$ cat config.mk
export PLATFORM = sky130hd
export DESIGN_NAME = mem_lsu_flat
export DESIGN_NICKNAME = d
export VERILOG_FILES = /design/src/rtl/mem_lsu_if.sv /design/src/rtl/mem_lsu.sv /design/src/flat_wrapper.sv
export SDC_FILE = /design/constraint.sdc
export NUM_CORES = 1
export LEC_CHECK = 0
export CORE_AREA = 8 8 155 157
export CTS_BUF_LIST = sky130_fd_sc_hd__clkbuf_8
export DETAILED_ROUTE_END_ITERATION = 8
export DIE_AREA = 0 0 163 165
export PLACE_DENSITY = 0.77
export SETUP_SLACK_MARGIN = 0.2
export SYNTH_ARGS = -nofsm -noshare
export SYNTH_HDL_FRONTEND = slang
export SYNTH_SLANG_ARGS = --single-unit
$ cat constraint.sdc
create_clock -name clk -period 2.4 [get_ports clk]
set_input_delay 0.6 -clock clk [delete_from_list [all_inputs] [get_ports clk]]
set_output_delay 0.6 -clock clk [all_outputs]
set_load 0.005 [all_outputs]
$ cat src/rtl/mem_lsu_if.sv
// Data-memory bus between the load/store unit (master) and data memory (slave).
//   dmem_req_o    request, held until dmem_ack_i
//   dmem_we_o     1 = write
//   dmem_addr_o   word-aligned byte address
//   dmem_be_o     byte enables, lane 0 = bits 7:0
//   dmem_wdata_o  lane-replicated store data
//   dmem_ack_i    access complete; dmem_rdata_i valid in the same cycle
//   dmem_rdata_i  read word
interface mem_lsu_if;
  logic        dmem_req_o;
  logic        dmem_we_o;
  logic [31:0] dmem_addr_o;
  logic [3:0]  dmem_be_o;
  logic [31:0] dmem_wdata_o;
  logic        dmem_ack_i;
  logic [31:0] dmem_rdata_i;

  modport master (
    output dmem_req_o, dmem_we_o, dmem_addr_o, dmem_be_o, dmem_wdata_o,
    input  dmem_ack_i, dmem_rdata_i
  );

  modport slave (
    input  dmem_req_o, dmem_we_o, dmem_addr_o, dmem_be_o, dmem_wdata_o,
    output dmem_ack_i, dmem_rdata_i
  );
endinterface

$ cat src/rtl/mem_lsu.sv
// MEM-stage load/store unit. Accepts one EX/MEM op while idle, runs a
// request/ack access on the data-memory bus, and produces a registered
// write-back result (one-cycle lsu_valid_o pulse).
//   clk, rst        clock, synchronous active-high reset
//   ex_*            op presented by the EX/MEM register (held while stall_o=1)
//   flush_i         kills the presented op, or the result of the op in flight
//   stall_o         1 while an access is outstanding
//   dmem            data-memory bus (master side)
//   lsu_*           write-back result, exception pulse and faulting address
module mem_lsu #(
  parameter int REG_AW  = 5,
  parameter int TIMEOUT = 16
) (
  input  logic              clk,
  input  logic              rst,
  input  logic              ex_valid_i,
  input  logic [3:0]        ex_op_i,
  input  logic [31:0]       ex_addr_i,
  input  logic [31:0]       ex_sdata_i,
  input  logic [31:0]       ex_wdata_i,
  input  logic [REG_AW-1:0] ex_waddr_i,
  input  logic              ex_we_i,
  input  logic              flush_i,
  output logic              stall_o,
  mem_lsu_if.master         dmem,
  output logic              lsu_valid_o,
  output logic [31:0]       lsu_wdata_o,
  output logic [REG_AW-1:0] lsu_waddr_o,
  output logic              lsu_we_o,
  output logic              lsu_exc_o,
  output logic              lsu_cause_o,
  output logic [31:0]       lsu_badaddr_o
);

  localparam logic [3:0] OP_LB = 4'd1, OP_LBU = 4'd2, OP_LH = 4'd3, OP_LHU = 4'd4,
                         OP_LW = 4'd5, OP_SB  = 4'd6, OP_SH = 4'd7, OP_SW  = 4'd8;
  localparam int CNT_W = (TIMEOUT > 1) ? $clog2(TIMEOUT) : 1;

  typedef enum logic {S_IDLE, S_WAIT} state_e;

  function automatic logic [3:0] store_be(input logic [3:0] op, input logic [1:0] off);
    case (op)
      OP_SB:   store_be = 4'b0001 << off;
      OP_SH:   store_be = off[1] ? 4'b1100 : 4'b0011;
      default: store_be = 4'b1111;
    endcase
  endfunction

  function automatic logic [31:0] store_data(input logic [3:0] op, input logic [31:0] sd);
    case (op)
      OP_SB:   store_data = {4{sd[7:0]}};
      OP_SH:   store_data = {2{sd[15:0]}};
      default: store_data = sd;
    endcase
  endfunction

  function automatic logic [31:0] load_ext(input logic [3:0] op, input logic [1:0] off,
                                           input logic [31:0] word);
    logic [31:0] sh;
    logic [7:0]  b;
    logic [15:0] h;
    sh = word >> {off, 3'b000};
    b  = sh[7:0];
    h  = off[1] ? word[31:16] : word[15:0];
    case (op)
      OP_LB:   load_ext = {{24{b[7]}}, b};
      OP_LBU:  load_ext = {24'h0, b};
      OP_LH:   load_ext = {{16{h[15]}}, h};
      OP_LHU:  load_ext = {16'h0, h};
      default: load_ext = word;
    endcase
  endfunction

  state_e              state_q, state_d;
  logic [CNT_W-1:0]    cnt_q, cnt_d;
  logic                kill_q, kill_d;
  logic [3:0]          op_q, op_d;
  logic [31:0]         addr_q, addr_d;
  logic [REG_AW-1:0]   rd_q, rd_d;
  logic                rdwe_q, rdwe_d;
  logic                req_q, req_d, dwe_q, dwe_d;
  logic [31:0]         daddr_q, daddr_d, dwdata_q, dwdata_d;
  logic [3:0]          dbe_q, dbe_d;
  logic                valid_q, valid_d, we_q, we_d, exc_q, exc_d, cause_q, cause_d;
  logic [31:0]         wdata_q, wdata_d, badaddr_q, badaddr_d;
  logic [REG_AW-1:0]   waddr_q, waddr_d;

  logic accept, is_mem, is_store, misalign, done_ack, done_to, killed;

  always_comb begin
    accept   = (state_q == S_IDLE) && ex_valid_i && !flush_i;
    is_mem   = (ex_op_i >= OP_LB) && (ex_op_i <= OP_SW);
    is_store = (ex_op_i >= OP_SB) && (ex_op_i <= OP_SW);
    misalign = (((ex_op_i == OP_LH) || (ex_op_i == OP_LHU) || (ex_op_i == OP_SH)) && ex_addr_i[0]) ||
               (((ex_op_i == OP_LW) || (ex_op_i == OP_SW)) && (ex_addr_i[1:0] != 2'b00));
    done_ack = (state_q == S_WAIT) && dmem.dmem_ack_i;
    // Ack wins over the timeout in the same cycle; TIMEOUT=0 disables the abort.
    done_to  = (state_q == S_WAIT) && !dmem.dmem_ack_i && (TIMEOUT != 0) &&
               (cnt_q == CNT_W'(TIMEOUT - 1));
    // A flush arriving in the completion cycle still suppresses the result.
    killed   = kill_q || flush_i;
  end

  // State register
  always_ff @(posedge clk) begin
    if (rst) begin
      state_q <= S_IDLE;  cnt_q   <= '0;  kill_q  <= 1'b0;
      op_q    <= '0;      addr_q  <= '0;  rd_q    <= '0;    rdwe_q   <= 1'b0;
      req_q   <= 1'b0;    dwe_q   <= 1'b0; daddr_q <= '0;   dbe_q    <= '0;  dwdata_q <= '0;
      valid_q <= 1'b0;    wdata_q <= '0;  waddr_q <= '0;    we_q     <= 1'b0;
      exc_q   <= 1'b0;    cause_q <= 1'b0; badaddr_q <= '0;
    end else begin
      state_q <= state_d; cnt_q   <= cnt_d;  kill_q  <= kill_d;
      op_q    <= op_d;    addr_q  <= addr_d; rd_q    <= rd_d;    rdwe_q   <= rdwe_d;
      req_q   <= req_d;   dwe_q   <= dwe_d;  daddr_q <= daddr_d; dbe_q    <= dbe_d; dwdata_q <= dwdata_d;
      valid_q <= valid_d; wdata_q <= wdata_d; waddr_q <= waddr_d; we_q    <= we_d;
      exc_q   <= exc_d;   cause_q <= cause_d; badaddr_q <= badaddr_d;
    end
  end

  // Next-state logic
  always_comb begin
    state_d = state_q;
    cnt_d   = cnt_q;
    kill_d  = kill_q;
    op_d    = op_q;
    addr_d  = addr_q;
    rd_d    = rd_q;
    rdwe_d  = rdwe_q;
    case (state_q)
      S_IDLE: begin
        if (accept && is_mem && !misalign) begin
          state_d = S_WAIT;
          cnt_d   = '0;
          kill_d  = 1'b0;
          op_d    = ex_op_i;
          addr_d  = ex_addr_i;
          rd_d    = ex_waddr_i;
          rdwe_d  = ex_we_i;
        end
      end
      default: begin
        if (flush_i) kill_d = 1'b1;
        if (done_ack || done_to) begin
          state_d = S_IDLE;
          kill_d  = 1'b0;
        end else begin
          cnt_d = cnt_q + 1'b1;
        end
      end
    endcase
  end

  // Output logic: bus drive and registered write-back result
  always_comb begin
    req_d     = req_q;
    dwe_d     = dwe_q;
    daddr_d   = daddr_q;
    dbe_d     = dbe_q;
    dwdata_d  = dwdata_q;
    valid_d   = 1'b0;
    wdata_d   = '0;
    waddr_d   = '0;
    we_d      = 1'b0;
    exc_d     = 1'b0;
    cause_d   = 1'b0;
    badaddr_d = badaddr_q;
    if (accept) begin
      if (!is_mem) begin
        valid_d = 1'b1;
        wdata_d = ex_wdata_i;
        waddr_d = ex_waddr_i;
        we_d    = ex_we_i;
      end else if (misalign) begin
        valid_d   = 1'b1;
        exc_d     = 1'b1;
        badaddr_d = ex_addr_i;
      end else begin
        req_d    = 1'b1;
        dwe_d    = is_store;
        daddr_d  = {ex_addr_i[31:2], 2'b00};
        dbe_d    = is_store ? store_be(ex_op_i, ex_addr_i[1:0]) : 4'b1111;
        dwdata_d = is_store ? store_data(ex_op_i, ex_sdata_i) : '0;
      end
    end
    if (done_ack || done_to) req_d = 1'b0;
    if (done_ack && !killed) begin
      valid_d = 1'b1;
      if (op_q < OP_SB) begin
        wdata_d = load_ext(op_q, addr_q[1:0], dmem.dmem_rdata_i);
        waddr_d = rd_q;
        we_d    = rdwe_q;
      end
    end
    if (done_to && !killed) begin
      valid_d   = 1'b1;
      exc_d     = 1'b1;
      cause_d   = 1'b1;
      badaddr_d = addr_q;
    end
  end

  assign stall_o           = (state_q != S_IDLE);
  assign dmem.dmem_req_o   = req_q;
  assign dmem.dmem_we_o    = dwe_q;
  assign dmem.dmem_addr_o  = daddr_q;
  assign dmem.dmem_be_o    = dbe_q;
  assign dmem.dmem_wdata_o = dwdata_q;
  assign lsu_valid_o       = valid_q;
  assign lsu_wdata_o       = wdata_q;
  assign lsu_waddr_o       = waddr_q;
  assign lsu_we_o          = we_q;
  assign lsu_exc_o         = exc_q;
  assign lsu_cause_o       = cause_q;
  assign lsu_badaddr_o     = badaddr_q;

endmodule

$ cat src/flat_wrapper.sv
// flat-port wrapper written by rule: the top's interface ports become plain ports
module mem_lsu_flat 
#(
  parameter int REG_AW  = 5,
  parameter int TIMEOUT = 16
)
  (clk, rst, ex_valid_i, ex_op_i, ex_addr_i, ex_sdata_i, ex_wdata_i, ex_waddr_i, ex_we_i, flush_i, stall_o, lsu_valid_o, lsu_wdata_o, lsu_waddr_o, lsu_we_o, lsu_exc_o, lsu_cause_o, lsu_badaddr_o, dmem_dmem_req_o, dmem_dmem_we_o, dmem_dmem_addr_o, dmem_dmem_be_o, dmem_dmem_wdata_o, dmem_dmem_ack_i, dmem_dmem_rdata_i);
  mem_lsu_if dmem_i ();
  input  logic clk;
  input  logic rst;
  input  logic ex_valid_i;
  input  logic [3:0] ex_op_i;
  input  logic [31:0] ex_addr_i;
  input  logic [31:0] ex_sdata_i;
  input  logic [31:0] ex_wdata_i;
  input  logic [REG_AW-1:0] ex_waddr_i;
  input  logic ex_we_i;
  input  logic flush_i;
  output logic stall_o;
  output logic lsu_valid_o;
  output logic [31:0] lsu_wdata_o;
  output logic [REG_AW-1:0] lsu_waddr_o;
  output logic lsu_we_o;
  output logic lsu_exc_o;
  output logic lsu_cause_o;
  output logic [31:0] lsu_badaddr_o;
  output wire logic [$bits(dmem_i.dmem_req_o)-1:0] dmem_dmem_req_o;
  output wire logic [$bits(dmem_i.dmem_we_o)-1:0] dmem_dmem_we_o;
  output wire logic [$bits(dmem_i.dmem_addr_o)-1:0] dmem_dmem_addr_o;
  output wire logic [$bits(dmem_i.dmem_be_o)-1:0] dmem_dmem_be_o;
  output wire logic [$bits(dmem_i.dmem_wdata_o)-1:0] dmem_dmem_wdata_o;
  input wire logic [$bits(dmem_i.dmem_ack_i)-1:0] dmem_dmem_ack_i;
  input wire logic [$bits(dmem_i.dmem_rdata_i)-1:0] dmem_dmem_rdata_i;
  assign dmem_dmem_req_o = dmem_i.dmem_req_o;
  assign dmem_dmem_we_o = dmem_i.dmem_we_o;
  assign dmem_dmem_addr_o = dmem_i.dmem_addr_o;
  assign dmem_dmem_be_o = dmem_i.dmem_be_o;
  assign dmem_dmem_wdata_o = dmem_i.dmem_wdata_o;
  assign dmem_i.dmem_ack_i = dmem_dmem_ack_i;
  assign dmem_i.dmem_rdata_i = dmem_dmem_rdata_i;
  mem_lsu #(.REG_AW(REG_AW), .TIMEOUT(TIMEOUT)) u_core (.clk(clk), .rst(rst), .ex_valid_i(ex_valid_i), .ex_op_i(ex_op_i), .ex_addr_i(ex_addr_i), .ex_sdata_i(ex_sdata_i), .ex_wdata_i(ex_wdata_i), .ex_waddr_i(ex_waddr_i), .ex_we_i(ex_we_i), .flush_i(flush_i), .stall_o(stall_o), .dmem(dmem_i), .lsu_valid_o(lsu_valid_o), .lsu_wdata_o(lsu_wdata_o), .lsu_waddr_o(lsu_waddr_o), .lsu_we_o(lsu_we_o), .lsu_exc_o(lsu_exc_o), .lsu_cause_o(lsu_cause_o), .lsu_badaddr_o(lsu_badaddr_o));
endmodule
==> impl_metrics.toml <==
# synthesis and place-and-route metrics
[run_status]
status = "finished, final reports clean"

[power_and_ir_drop]
p_sw_mw = 1.81
p_per_area_mw_per_mm2 = 520
clockPowerShare_pct = 35.4

[yosys]
top_cell = "dfxtp_1"
synth.cellmix.simpleShare_pct = 13.3
synth_chip_area_mm2 = 0.00845
numSynthFlops = 189
ys_top_logic_family = "AND-OR/OR-AND gates"
ff_type = "dfxtp_1"

[die]
fp-utilization_pct = 39.3
die_y_um = 165

[run]
warning_count = 28
cap_violations = 0

[global_route]
grt_max_degree = 66
gr-total-overflow = 0
track_usage_pct = 20.0

[placed_design]
finalWeightedCongestion = 0.866

[final_timing]
period_needed_ps = 2170

[detailed_routing]
wl_per_cell_um = 18.0
drt-vias-per-instance = 5.21

[finish]
drive_above_1_share_pct = 18.9
layout.area.comb_mm2 = 0.00431

[setup_path]
critPathSlowestCell = "clkdlybuf4s50_1"
cp_num_buf_inv = 2

[clock_tree]
root_buffer = "clkbuf_8"
==> sequential cells by signal (all words and copies together), names as in the netlist <==
name / flops
u_core.addr_q: 32
u_core.cnt_q: 4
u_core.dmem.dmem_addr_o: 30
u_core.dmem.dmem_be_o: 4
u_core.dmem.dmem_req_o: 1
u_core.dmem.dmem_wdata_o: 32
u_core.dmem.dmem_we_o: 1
u_core.kill_q: 1
u_core.lsu_badaddr_o: 32
u_core.lsu_cause_o: 1
u_core.lsu_exc_o: 1
u_core.lsu_valid_o: 1
u_core.lsu_waddr_o: 5
u_core.lsu_wdata_o: 32
u_core.lsu_we_o: 1
u_core.op_q: 4
u_core.rd_q: 5
u_core.rdwe_q: 1
u_core.stall_o: 1
==> stage by stage <==
step                cells  worst slack [ps]  power, mW  TNS, ps
floorplan             954              55.1       3.77        0
global placement     1505              -381       4.30   -48750
detailed placement   1505              -420       4.31   -54680
CTS                  1537               248       6.63        0
global route         1540               172       6.85        0
finish               1541               225       6.57        0
==> power by group through the flow <==
stage	Clock (mW)	Sequential (mW)	Combinational (mW)
4_1_cts	2.39	3.27	0.978
3_5_place_dp	0	3.34	0.973
6_report	2.32	3.27	0.980
2_1_floorplan	0	3.34	0.434
3_3_place_gp	0	3.34	0.960
5_1_grt	2.51	3.28	1.06
==> what timing repair did <==
| item | CTS | global route |
|---|---|---|
| cloned | 0 | 0 |
| resized | 7 | 3 |
| pin swaps | 0 | 1 |
| endpoints found under the setup margin | 141 | 27 |
==> cells in the final DEF (no fill, tap or decap), types with 17 or more instances in the layout <==
master / Yosys / final
a311oi_2: 31 / 31
a21oi_2: 0 / 19
nor2_1: 34 / 34
nand2_2: 0 / 30
nand2_1: 167 / 137
mux2i_1: 28 / 28
mux2_2: 38 / 38
clkbuf_8: 0 / 17
buf_4: 10 / 51
o21ai_0: 25 / 25
buf_12: 0 / 19
clkdlybuf4s50_1: 0 / 279
inv_1: 37 / 37
dfxtp_1: 189 / 189
a21oi_1: 161 / 142
==> path summary, 6_finish.rpt <==
path              slack [ps]  cells past startpoint                  startpoint                      endpoint
setup / recovery         230                      7                ex_addr_i[1]  u_core.dmem.dmem_wdata_o[26]
hold / removal           460                      2  u_core.dmem.dmem_addr_o[3]    u_core.dmem.dmem_addr_o[3]
setup reg to reg         420                      8             u_core.cnt_q[0]      u_core.lsu_badaddr_o[23]
hold reg to reg          460                      2  u_core.dmem.dmem_addr_o[3]    u_core.dmem.dmem_addr_o[3]
==> metal layers <==
metal  share of wire (%)  up-vias  GRT usage (%)
met4                 2.5        0           8.05
met3                 6.4       39           5.03
met2                  49      226           33.9
met1                  42     3785           23.8
met5                   0        -              0
li1                    -     3971              -
==> cell type report <==
class	count	share of cell area [%]
timing repair buffer	353	28.4
clock inverter	15	1.69
antenna	4	0.0792
multi-input combinational	645	34.1
sequential	189	29.9
inverter	38	1.13
clock buffer	17	1.85
tap	280	2.77
==> cells by family (layout without fill, tap and decap cells) <==
kind of cell | after synthesis | count (layout)
AND-OR/OR-AND | 316 | 316
AND/OR/NAND/NOR | 255 | 255
flip-flops | 189 | 189
buffers and inverters | 120 | 423
multiplexers | 67 | 67
XOR/XNOR | 4 | 4
adder cells (fa/ha/maj) | 1 | 1
other | 1 | 6
The clock network:
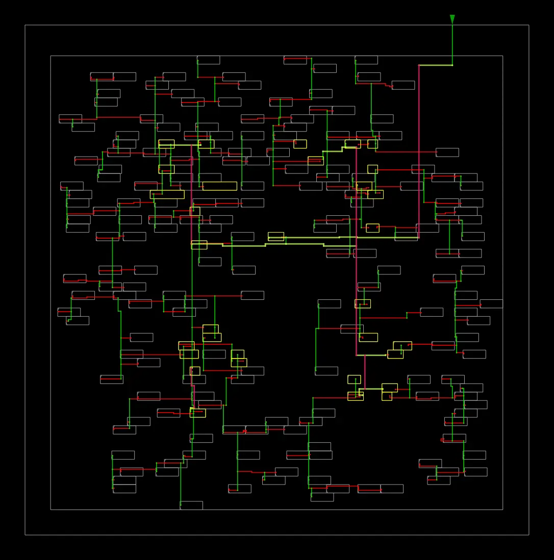
latest clock arrival within the worst-skew pair: 470 ps
cts bufs inserted: 17
Worst Clk Skew: 17.7 ps

Met2 routing:
Drawn at 2 px/um.
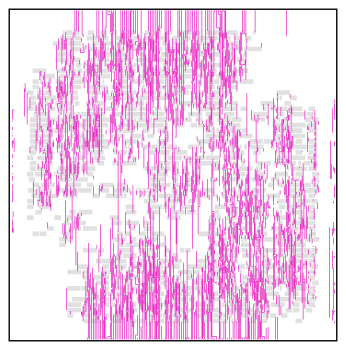
nets with wire on the layer: 1174
wire length on this layer: 13600 um
WL final: 27700 um
DR vias: 8021
met2 Use GR: 33.9%

Wires at chosen ports, followed through buffers:
Drawn at 2 px/um.
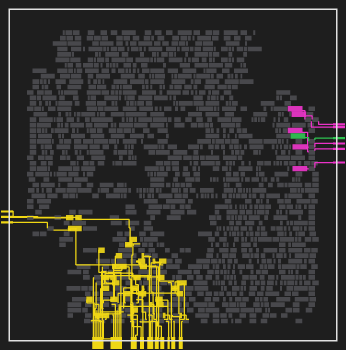
| port | colour | bits | direction | edge | end cells | buffers | wire |
|---|---|---|---|---|---|---|---|
| `ex_sdata_i` | yellow | 32 | input | 29 south, 3 west | 40 | 33 | 1400 um |
| `lsu_cause_o` | green | 1 | output | east | 1 | 1 | 14.3 um |
| `lsu_waddr_o` | magenta | 5 | output | east | 5 | 5 | 86.1 um |
IO Port Bufs: 284
I/O pin total: 287

Power figures rest on the tool's default switching activity, not on a simulated workload.
